[src/rtl/i2s_pkg.sv]
// Shared types and constants for the I2S receive path.
package i2s_pkg;

  typedef enum logic [1:0] {SYNC, LEFT, RIGHT} i2s_state_e;

  localparam int unsigned I2S_MODE_PHILIPS = 0;
  localparam int unsigned I2S_MODE_LJ      = 1;

endpackage

[src/rtl/i2s_ch_track.sv]
// Effective-channel tracker: derives ch from WS per framing mode and flags slot boundaries.
module i2s_ch_track
  import i2s_pkg::*;
#(
  parameter int unsigned MODE = I2S_MODE_PHILIPS
) (
  input  logic clk,
  input  logic rst_n,
  input  logic in_valid,
  input  logic ws,
  output logic ch,
  output logic boundary
);

  logic ws_d;
  logic ch_d;
  logic hist_ok;

  // Philips framing delays the channel by one bit relative to WS
  assign ch       = (MODE == I2S_MODE_LJ) ? ws : ws_d;
  assign boundary = in_valid && hist_ok && (ch != ch_d);

  always_ff @(posedge clk or negedge rst_n) begin
    if (!rst_n) begin
      ws_d    <= 1'b0;
      ch_d    <= 1'b0;
      hist_ok <= 1'b0;
    end else if (in_valid) begin
      ws_d    <= ws;
      ch_d    <= ch;
      hist_ok <= 1'b1;
    end
  end

endmodule

[src/rtl/i2s_rx_deser.sv]
// I2S receiver/deserialiser: frame-locks on right->left, assembles MSB-first words, emits L/R pairs.
module i2s_rx_deser
  import i2s_pkg::*;
#(
  parameter int unsigned DATA_W = 32,
  parameter int unsigned MODE   = I2S_MODE_PHILIPS
) (
  input  logic              clk,
  input  logic              rst_n,
  input  logic              in_valid,
  input  logic              SD,
  input  logic              WS,
  output logic              out_valid,
  output logic [DATA_W-1:0] out_left,
  output logic [DATA_W-1:0] out_right,
  output logic              short_err
);

  localparam int unsigned       CW      = $clog2(DATA_W + 1);
  localparam logic [CW-1:0]     FULL    = CW'(DATA_W);
  localparam logic [CW-1:0]     LAST    = CW'(DATA_W - 1);
  localparam logic [DATA_W-1:0] MSB_ONE = {1'b1, {(DATA_W-1){1'b0}}};

  i2s_state_e        state, state_n;
  logic [CW-1:0]     cnt, cnt_n;
  logic [DATA_W-1:0] shreg, shreg_n;
  logic [DATA_W-1:0] left_hold, left_hold_n;
  logic [DATA_W-1:0] left_n, right_n;
  logic [DATA_W-1:0] word, fin_word;
  logic              left_ok, left_ok_n;
  logic              valid_n, short_n, fin;
  logic              ch, boundary;

  i2s_ch_track #(.MODE(MODE)) u_track (
    .clk      (clk),
    .rst_n    (rst_n),
    .in_valid (in_valid),
    .ws       (WS),
    .ch       (ch),
    .boundary (boundary)
  );

  // Bits are placed directly at their final position, so a partial word is already left-aligned
  assign word = shreg | (SD ? (MSB_ONE >> cnt) : '0);

  always_comb begin
    state_n     = state;
    cnt_n       = cnt;
    shreg_n     = shreg;
    left_hold_n = left_hold;
    left_ok_n   = left_ok;
    left_n      = out_left;
    right_n     = out_right;
    valid_n     = 1'b0;
    short_n     = 1'b0;
    fin         = 1'b0;
    fin_word    = shreg;
    if (in_valid) begin
      if (boundary && ((state != SYNC) || !ch)) begin
        // a short slot completes and the new slot's MSB loads on the same edge
        if ((state != SYNC) && (cnt != FULL)) begin
          short_n  = 1'b1;
          fin      = 1'b1;
          fin_word = shreg;
        end
        state_n = ch ? RIGHT : LEFT;
        if (!ch) left_ok_n = 1'b0;
        shreg_n = SD ? MSB_ONE : '0;
        cnt_n   = CW'(1);
      end else if ((state != SYNC) && (cnt != FULL)) begin
        shreg_n = word;
        cnt_n   = cnt + 1'b1;
        if (cnt == LAST) begin
          fin      = 1'b1;
          fin_word = word;
        end
      end
    end
    if (fin) begin
      if (state == LEFT) begin
        left_hold_n = fin_word;
        left_ok_n   = 1'b1;
      end else if ((state == RIGHT) && left_ok) begin
        left_n    = left_hold;
        right_n   = fin_word;
        valid_n   = 1'b1;
        left_ok_n = 1'b0;
      end
    end
  end

  always_ff @(posedge clk or negedge rst_n) begin
    if (!rst_n) begin
      state     <= SYNC;
      cnt       <= '0;
      shreg     <= '0;
      left_hold <= '0;
      left_ok   <= 1'b0;
      out_valid <= 1'b0;
      out_left  <= '0;
      out_right <= '0;
      short_err <= 1'b0;
    end else begin
      state     <= state_n;
      cnt       <= cnt_n;
      shreg     <= shreg_n;
      left_hold <= left_hold_n;
      left_ok   <= left_ok_n;
      out_valid <= valid_n;
      out_left  <= left_n;
      out_right <= right_n;
      short_err <= short_n;
    end
  end

endmodule
[config.mk]
export PLATFORM = sky130hd
export DESIGN_NAME = i2s_rx_deser
export DESIGN_NICKNAME = d
export VERILOG_FILES = /design/src/rtl/i2s_pkg.sv /design/src/rtl/i2s_ch_track.sv /design/src/rtl/i2s_rx_deser.sv
export SDC_FILE = /design/constraint.sdc
export NUM_CORES = 1
export LEC_CHECK = 0
export CORE_UTILIZATION = 45
export DETAILED_ROUTE_END_ITERATION = 8
export HOLD_SLACK_MARGIN = 0.12
export PLACE_DENSITY = 0.68
export SETUP_SLACK_MARGIN = 0.15
export SLEW_MARGIN = 20
export SYNTH_ARGS = -nofsm -noshare
export SYNTH_HDL_FRONTEND = slang
export SYNTH_SLANG_ARGS = --single-unit
export TNS_END_PERCENT = 20
[constraint.sdc]
create_clock -name clk -period 3.2 [get_ports clk]
set_input_delay 0.96 -clock clk [delete_from_list [all_inputs] [get_ports clk]]
set_output_delay 0.96 -clock clk [all_outputs]
set_load 0.01 [all_outputs]
Figure 1. Routed clock nets over the placement (run 1).
Bar = 20 um.
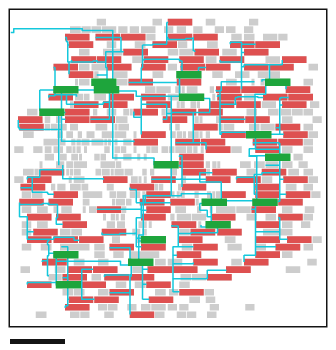
Key: green = clock-net drivers [count 17]; red = flip-flops [count 142]; cyan = clock wires [length 1640 um]
There are 18 routed clock nets. Position of the flops: spread over the die.
P_clk: 1.98 mW
clk_skew: 0.00825 ns
clock share of power: 42.5%

Figure 2. A small window of the routed layout (run 1).
Region (37, 14) to (77, 54) um. Cells in gray, sequential cells in the stronger gray; small squares are vias.
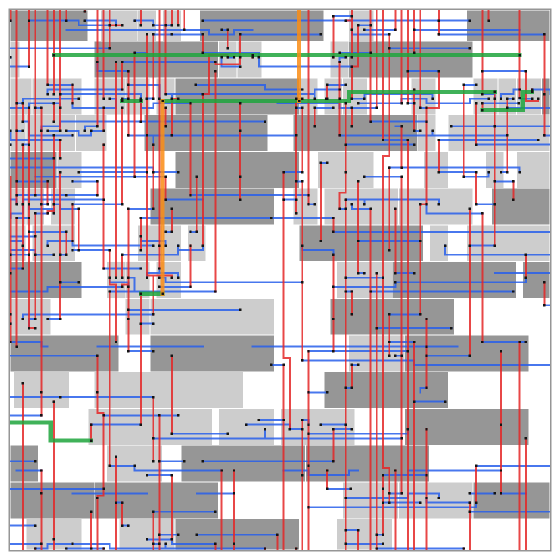
Key: green = M3; red = M2; blue = M1; orange = M4
Netlist names of flops here include shreg (11), out_right (5), left_hold (4). 84 logic cells have their middle in the window. Sequential cells in the window: 25. Most frequent: dfrtp_1 (25), nor2_1 (15), a21oi_1 (14).

==> metrics.cfg, run 1 <==
[run_status]
status = completed

[run]
cap_violations = 0
openroad.warnings = 30

[placed_design]
place_area_um2 = 6620
post-dp-hpwl_mm = 7.24
post-place-ws_ns = 0.212
io_buffers = 70
dp_cells = 634
globalplace.congestion = 0.827

[cells_and_area]
drive_above_1_share_pct = 30.8
final_cell_area_um2 = 7220
fin_nets = 496
antenna_cells = 0
area_growth_syn_to_layout_pct = 26.6

[clocking]
clockBufferDepth = 2
cts_hold_buf = 0
clock-sinks = 142
htreeDepth = 4
cts_resized = 0
cts.clk_slew.worst_paths_ns = 0.06
cts_tree = done
cts-root-buf = clkbuf_16
insertion_delay_ns = 0.41
post_cts_buffers = 0
cts_made_buffers = 17

[setup_path]
critPathMaxFanout = 42
r2r_slack_ns = 0.59
cp-end-kind = flip-flop
crit_slowest_cell = nor4b_2
critical_path_class = flip-flop to flip-flop
crit-reg2reg-capture = out_right[23]
crit_arrival_ns = 2.90
worst-r2r-cell-count = 8
required_ns = 3.49
r2r_start = cnt[0]
cpPeakStageDelay_ns = 0.45
endpoint = out_right[23]
critPathLaunchType = flip-flop
setup.worst_path.start = cnt[0]
crit_chain = inv_1 -> ha_1 -> nand2b_1 -> nor4b_2 -> nand2b_4 -> or4_4 -> buf_12 -> mux2_2

[route]
drc = 0
route.met2.wl_mm = 5.40
wl_per_cell_um = 16.4
wl_mm = 10.9
ant_nets = 0
highest_layer = met4
drt-pass1-iter-count = 4
vias_per_cell = 5.14
wl_met3_um = 386
vias = 3418
wl_met1_mm = 5.04
drtIter0Drc = 185

[sta]
relSlewSlack_pct = 54.0
clock.fmax_mhz = 383
worstMarginPinSlew_ns = 0.691
layout_min_cycle_time_ns = 2.61
setup-tns-final_ns = 0
timing.final.crit_share_pct = 81.7
slew_viol_final = 0
rsz0062_at_grt = false
finalSetupViolCount = 0
fin_ws_ns = 0.587
hold_violations = 0

[global_route]
grt_pass1_wl_mm = 18.4
grt_max_degree = 72
gr-total-overflow = 0
grt_usage_pct = 18.6
grt_pass1_vias = 3469
antenna_found_initial = 0

[synthesis]
synth_flops = 142
yosysTopAreaCell = dfrtp_1
ff_type = dfrtp_1
synthTopCellsByArea = dfrtp_1 62%, mux2_2 16%, mux2_4 5.3%, nor2_1 2.7%, a21oi_1 2.2%
muxShareOfSynthArea_pct = 20.9
ys_cells = 401
top_cell_area_share_pct = 62.3
simple_gate_share_pct = 6.94
edf_count = 0
synth_cell_type_count = 44
synth.avg_cell_area_um2 = 14.2
synth-compound-area-share_pct = 5.58
synthTopLogicFamily = multiplexers
synthArstFlopShare_pct = 100
syn_area_um2 = 5700
fp_nets = 412
xor_share_pct = 0.461
common_cells = 142 x dfrtp_1, 79 x mux2_2, 41 x nor2_1
ys_warn_count = 0
postSynthSeqShare_pct = 62.3
yosysMostFrequentCell = dfrtp_1
yosys_area_um2 = 5700
netlist_instances = 401
ys_sh_adder_pct = 1.32

[pwr]
leakage_nw = 3.56
powerDensity_nw_per_um2 = 647
vdd_ir_drop_max_v = 0.000445

[floorplanning]
coreArea_um2 = 12200
die_y_um = 115
num_rows = 40
die_w_um = 115
ios = 71
die_area_um2 = 13100
core_util_floorplan_pct = 46.9

[min_path]
whs_path_depth = 1
min_path_type = flip-flop to flip-flop

Figure 3. Placed standard cells (run 1).
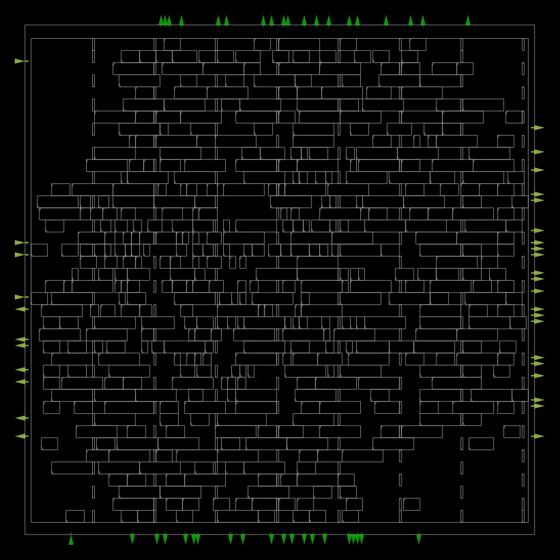
Flop Count: 142
final-layout fill cell count: 986
Post-Layout Cell Count: 665

-- run 1: registers in the layout (all words and copies together) (netlist names) --
name,cells
out_valid,1
left_ok,1
u_track.ch,1
out_left,32
left_hold,32
cnt,6
out_right,32
state,2
shreg,32
u_track.ch_d,1
u_track.hist_ok,1
short_err,1
-- run 1: metal layers --
metal	track usage (%)	up-vias
li1	-	1581
met5	0	-
met1	25.5	1751
met4	6.84	0
met3	4.34	9
met2	28.9	77
-- run 1: cells by family after synthesis --
kind of cell	Yosys count
multiplexers	99
flip-flops	142
AND-OR/OR-AND	51
XOR/XNOR	3
buffers and inverters	22
AND/OR/NAND/NOR	78
adder cells (fa/ha/maj)	6
-- run 1: metrics by stage --
stage	util, %	power, mW	hold WS (ns)
after detailed placement	54.4	2.72	0.488
after floorplan	-	2.46	0.464
after global routing	59.3	4.87	0.508
final	59.3	4.67	0.499
after global placement	54.4	2.70	0.478
after CTS	59.3	4.71	0.501
-- run 1: layout make-up --
| type | count | area, um^2 | share of cell area (%) |
|---|---|---|---|
| multi-input cells | 237 | 2000 | 27.8 |
| repair buffers | 83 | 837 | 11.6 |
| clock buffers | 21 | 460 | 6.38 |
| flip-flops and latches | 142 | 3550 | 49.2 |
| clock inverters | 10 | 136 | 1.89 |
| inverters | 4 | 15.0 | 0.208 |
| well taps | 168 | 210 | 2.91 |
-- run 1: report_power, final --
group / switching (mW) / internal [mW] / leakage, nW / total (mW)
clock network: 0.719 / 1.26 / 0.297 / 1.98
logic: 0.342 / 0.274 / 1.31 / 0.616
registers: 0.136 / 1.93 / 1.96 / 2.07
total: 1.20 / 3.47 / 3.56 / 4.67
-- run 1: worst max-delay path, delay by kind of cell, from the launching register on --
| family | cells | cell delay (ns) |
|---|---|---|
| and+or+nand+nor | 4 | 0.97 |
| DFF | 1 | 0.43 |
| muxes | 1 | 0.39 |
| buffers and inverters | 2 | 0.37 |
| adders and majority gates | 1 | 0.31 |
-- run 1: worst min-delay path by stage --
stage                  start            to
6_report       left_hold[27]  out_left[27]
5_1_grt        left_hold[19]  out_left[19]
4_1_cts        left_hold[27]  out_left[27]
3_5_place_dp   left_hold[23]  out_left[23]
3_3_place_gp        shreg[1]      shreg[1]
2_1_floorplan       shreg[1]      shreg[1]
-- run 1: layout by cell type (no fill, tap or decap), types with 4 or more instances in the layout --
| cell type | count |
|---|---|
| a21oi_1 | 25 |
| clkinv_2 | 4 |
| mux2_4 | 20 |
| and2_1 | 6 |
| a31oi_1 | 6 |
| clkdlybuf4s50_1 | 69 |
| mux2_2 | 79 |
| nor2_1 | 41 |
| dfrtp_1 | 142 |
| clkbuf_16 | 17 |
| ha_1 | 6 |
| o21ai_0 | 7 |
| buf_4 | 10 |
| nand2_1 | 7 |
==> inputs of run 2 (changes only) <==
clock period = 2.7 ns   (was 3.2 ns; I/O delays follow)
Figure 4. Routed clock nets over the placement (run 2).
Bar = 20 um.
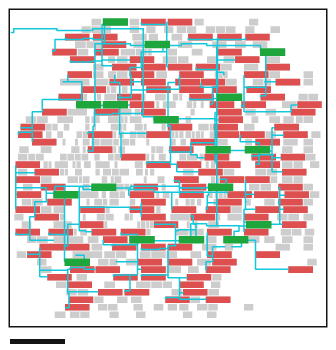
Key: green = clock-net drivers [count 17]; cyan = clock wires [length 1680 um]; red = flip-flops [count 142]
There are 18 routed clock nets. Position of the flops: spread over the die.

Figure 5. Routed metal, one color a layer (run 2).
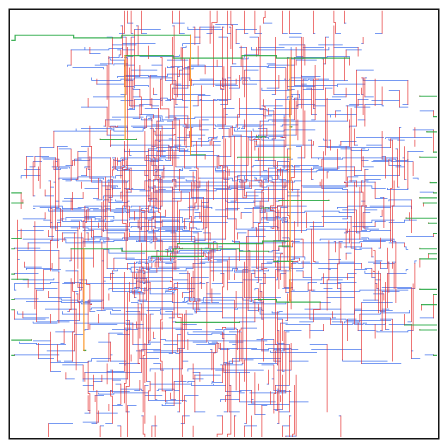
Key: red = M2 [wire length 5250 um]; blue = M1 [wire length 5230 um]; green = M3 [wire length 390 um]; orange = M4 [wire length 147 um]
Routed wire per std cell: 16.3 um
DR vias: 3423
Routed WL: 11.0 mm
Total GRT Usage: 18.6%

==> run 2 against run 1 <==
  * Register-to-register slack got worse by 0.19 ns
  * Critical path depth fell by 2
  * Total power rose by 20%
  * Cell area rose by 1.2%
  * Worst hold slack got worse by 0.17 ns
  * Via count rose by 0.15%
  * First-iteration DRC count fell by 7.0%
  * Synthesized cell count did not move
  * Utilization rose by 0.69 points
  * Clock power rose by about 20%
  * Count of clock-buffer cells in the layout fell by 3
  * Sequential share of layout area fell by 0.57 points
  * Critical path type is now input pin to flip-flop
  * Critical endpoint is now out_right[10]
==> metrics.cfg, run 2 <==
[pwr]
vdd_ir_drop_max_v = 0.000543  ; was 0.000445 V
leakage_nw = 3.60  ; was 3.56 nW
powerDensity_nw_per_um2 = 768  ; was 647 nW/um^2
totalPowerFinal_mw = 5.61  ; was 4.67 mW

[clocking]
clock-sinks = 142  ; unchanged
htreeDepth = 4  ; unchanged
cts_tree = done  ; unchanged
cts_made_buffers = 17  ; unchanged
cts_resized = 0  ; unchanged
clockBufferDepth = 2  ; unchanged
cts_hold_buf = 0  ; unchanged
cts-root-buf = clkbuf_16  ; unchanged

[cells_and_area]
fin_nets = 506  ; was 496
final_cell_area_um2 = 7300  ; was 7220 um^2
drive_above_1_share_pct = 32.7  ; was 30.8%
lay_top_count = dfrtp_1  ; unchanged
area_growth_syn_to_layout_pct = 28.1  ; was 26.6%
antenna_cells = 0  ; unchanged
layout_top_cells = 142 x dfrtp_1, 79 x mux2_2, 69 x clkdlybuf4s50_1  ; unchanged
fillers = 960  ; was 986

[synthesis]
synth_cell_type_count = 44  ; unchanged
synth.avg_cell_area_um2 = 14.2  ; unchanged
fp_nets = 412  ; unchanged
synthTopCellsByArea = dfrtp_1 62%, mux2_2 16%, mux2_4 5.3%, nor2_1 2.7%, a21oi_1 2.2%  ; unchanged
synth_flops = 142  ; unchanged
netlist_instances = 401  ; unchanged
synthArstFlopShare_pct = 100  ; unchanged
yosysTopAreaCell = dfrtp_1  ; unchanged
syn_area_um2 = 5700  ; unchanged
ff_type = dfrtp_1  ; unchanged
yosys_area_um2 = 5700  ; unchanged
postSynthSeqShare_pct = 62.3  ; unchanged
yosysMostFrequentCell = dfrtp_1  ; unchanged
common_cells = 142 x dfrtp_1, 79 x mux2_2, 41 x nor2_1  ; unchanged
ys_warn_count = 0  ; unchanged
top_cell_area_share_pct = 62.3  ; unchanged
ys_cells = 401  ; unchanged
edf_count = 0  ; unchanged

[floorplanning]
core_util_floorplan_pct = 46.9  ; unchanged
num_rows = 40  ; unchanged
die_w_um = 115  ; unchanged
die_y_um = 115  ; unchanged
coreArea_um2 = 12200  ; unchanged

[setup_path]
crit_arrival_ns = 2.64  ; was 2.90 ns
worst-r2r-cell-count = 8  ; unchanged
critPathMaxFanout = 41  ; was 42
cp-end-kind = flip-flop  ; unchanged
critical_path.top_delay_family = buffers and inverters  ; was simple AND/OR/NAND/NOR gates
r2r_slack_ns = 0.40  ; was 0.59 ns
r2r_start = cnt[0]  ; unchanged
crit-reg2reg-capture = left_hold[7]  ; was out_right[23]
cpPeakStageDelay_ns = 0.52  ; was 0.45 ns
crit_slowest_cell = or4_4  ; was nor4b_2
crit_chain = clkdlybuf4s50_1 -> o21a_1 -> nand2b_4 -> or4_4 -> buf_12 -> mux2_4  ; was inv_1 -> ha_1 -> nand2b_1 -> nor4b_2 -> nand2b_4 -> or4_4 -> buf_12 -> mux2_2
endpoint = out_right[10]  ; was out_right[23]
required_ns = 3.00  ; was 3.49 ns
critPathLaunchType = input pin  ; was flip-flop
crit_buf_inv = 2  ; unchanged
critical_path_class = input pin to flip-flop  ; was flip-flop to flip-flop

[global_route]
antenna_found_initial = 0  ; unchanged
grt_max_degree = 55  ; was 72
gr-total-overflow = 0  ; unchanged
grt_pass1_vias = 3466  ; was 3469
grt_pass1_wl_mm = 18.2  ; was 18.4 mm

[placed_design]
io_buffers = 70  ; unchanged
place_area_um2 = 6700  ; was 6620 um^2
post-dp-hpwl_mm = 7.53  ; was 7.24 mm
globalplace.congestion = 0.835  ; was 0.827

[run_status]
status = completed  ; unchanged

[run]
cap_violations = 0  ; unchanged

[sta]
clock.fmax_mhz = 428
slew_viol_final = 0  ; unchanged
setup-tns-final_ns = 0  ; unchanged
relSlewSlack_pct = 59.6  ; was 54.0%
layout_min_cycle_time_ns = 2.34
fin_skew_ns = 0.00838  ; was 0.00825 ns
rsz0062_at_grt = false  ; unchanged
timing.final.crit_share_pct = 86.6
finalSetupViolCount = 0  ; unchanged
hold_violations = 0  ; unchanged
worstMarginPinSlew_ns = 0.599  ; was 0.691 ns

[min_path]
min_path_type = input pin to async pin  ; was flip-flop to flip-flop

[route]
drtIter0Drc = 172  ; was 185
vias_per_cell = 5.06  ; was 5.14
drt-pass1-iter-count = 4  ; unchanged

run 2: metrics by stage:
stage / utilization (%) / cells / setup WS, ns / hold slack (ns)
final: 60.0 / 676 / 0.362 / 0.327
after global routing: 60.0 / 676 / 0.282 / 0.366
after CTS: 60.0 / 676 / 0.379 / 0.350
after detailed placement: 55.1 / 644 / -0.0672 / 0.487
after global placement: 55.1 / 644 / -0.0507 / 0.478
after floorplan: - / 401 / 0.161 / 0.464
run 2: cell families after synthesis:
family,count (synthesis),share of synthesized area [%]
fa+ha+maj,6,1.32
mux,99,20.9
simple gates,78,6.94
buf+inv,22,2.50
compound gates,51,5.58
xor+xnor,3,0.461
flops,142,62.3
run 2: power by group:
part / internal (mW) / total [mW] / switching [mW]
clock: 1.47 / 2.38 / 0.910
sequential: 2.29 / 2.42 / 0.129
combinational: 0.361 / 0.805 / 0.444
total: 4.13 / 5.61 / 1.48
run 2: worst reg2reg max path, cell delays in order, from the launching register on:
cell and delay [ns]:
dfrtp_1 0.41, inv_1 0.10, ha_1 0.22, nand2b_1 0.11
nor4b_2 0.07, buf_4 0.16, or4_1 0.57, buf_4 0.25
mux2_2 0.29
run 2: cell type report:
class	count	area, um^2	share of cell area (%)
Timing Repair Buffer	93	912	12.5
Multi-Input combinational cell	237	2000	27.5
Sequential cell	142	3550	48.7
Inverter	4	15.0	0.206
Tap cell	168	210	2.88
Clock buffer	18	439	6.02
Clock inverter	14	166	2.28
run 2: how the worst min path moves through the flow:
stage	startpoint	to	slack, ns	depth (start not counted)
2_1_floorplan	shreg[1]	shreg[1]	0.46	2
3_3_place_gp	shreg[1]	shreg[1]	0.48	2
3_5_place_dp	left_hold[27]	out_left[27]	0.49	1
4_1_cts	rst_n	out_left[1]	0.35	1
5_1_grt	rst_n	out_left[1]	0.37	1
6_report	rst_n	out_left[1]	0.33	1
run 2: layer usage:
layer / wire length [um] / global-route usage (%)
met5: 0 / 0
met1: 5230 / 25.0
met4: 146 / 6.75
met2: 5250 / 28.8
met3: 390 / 5.24
Power is estimated from default activity; no workload was simulated.
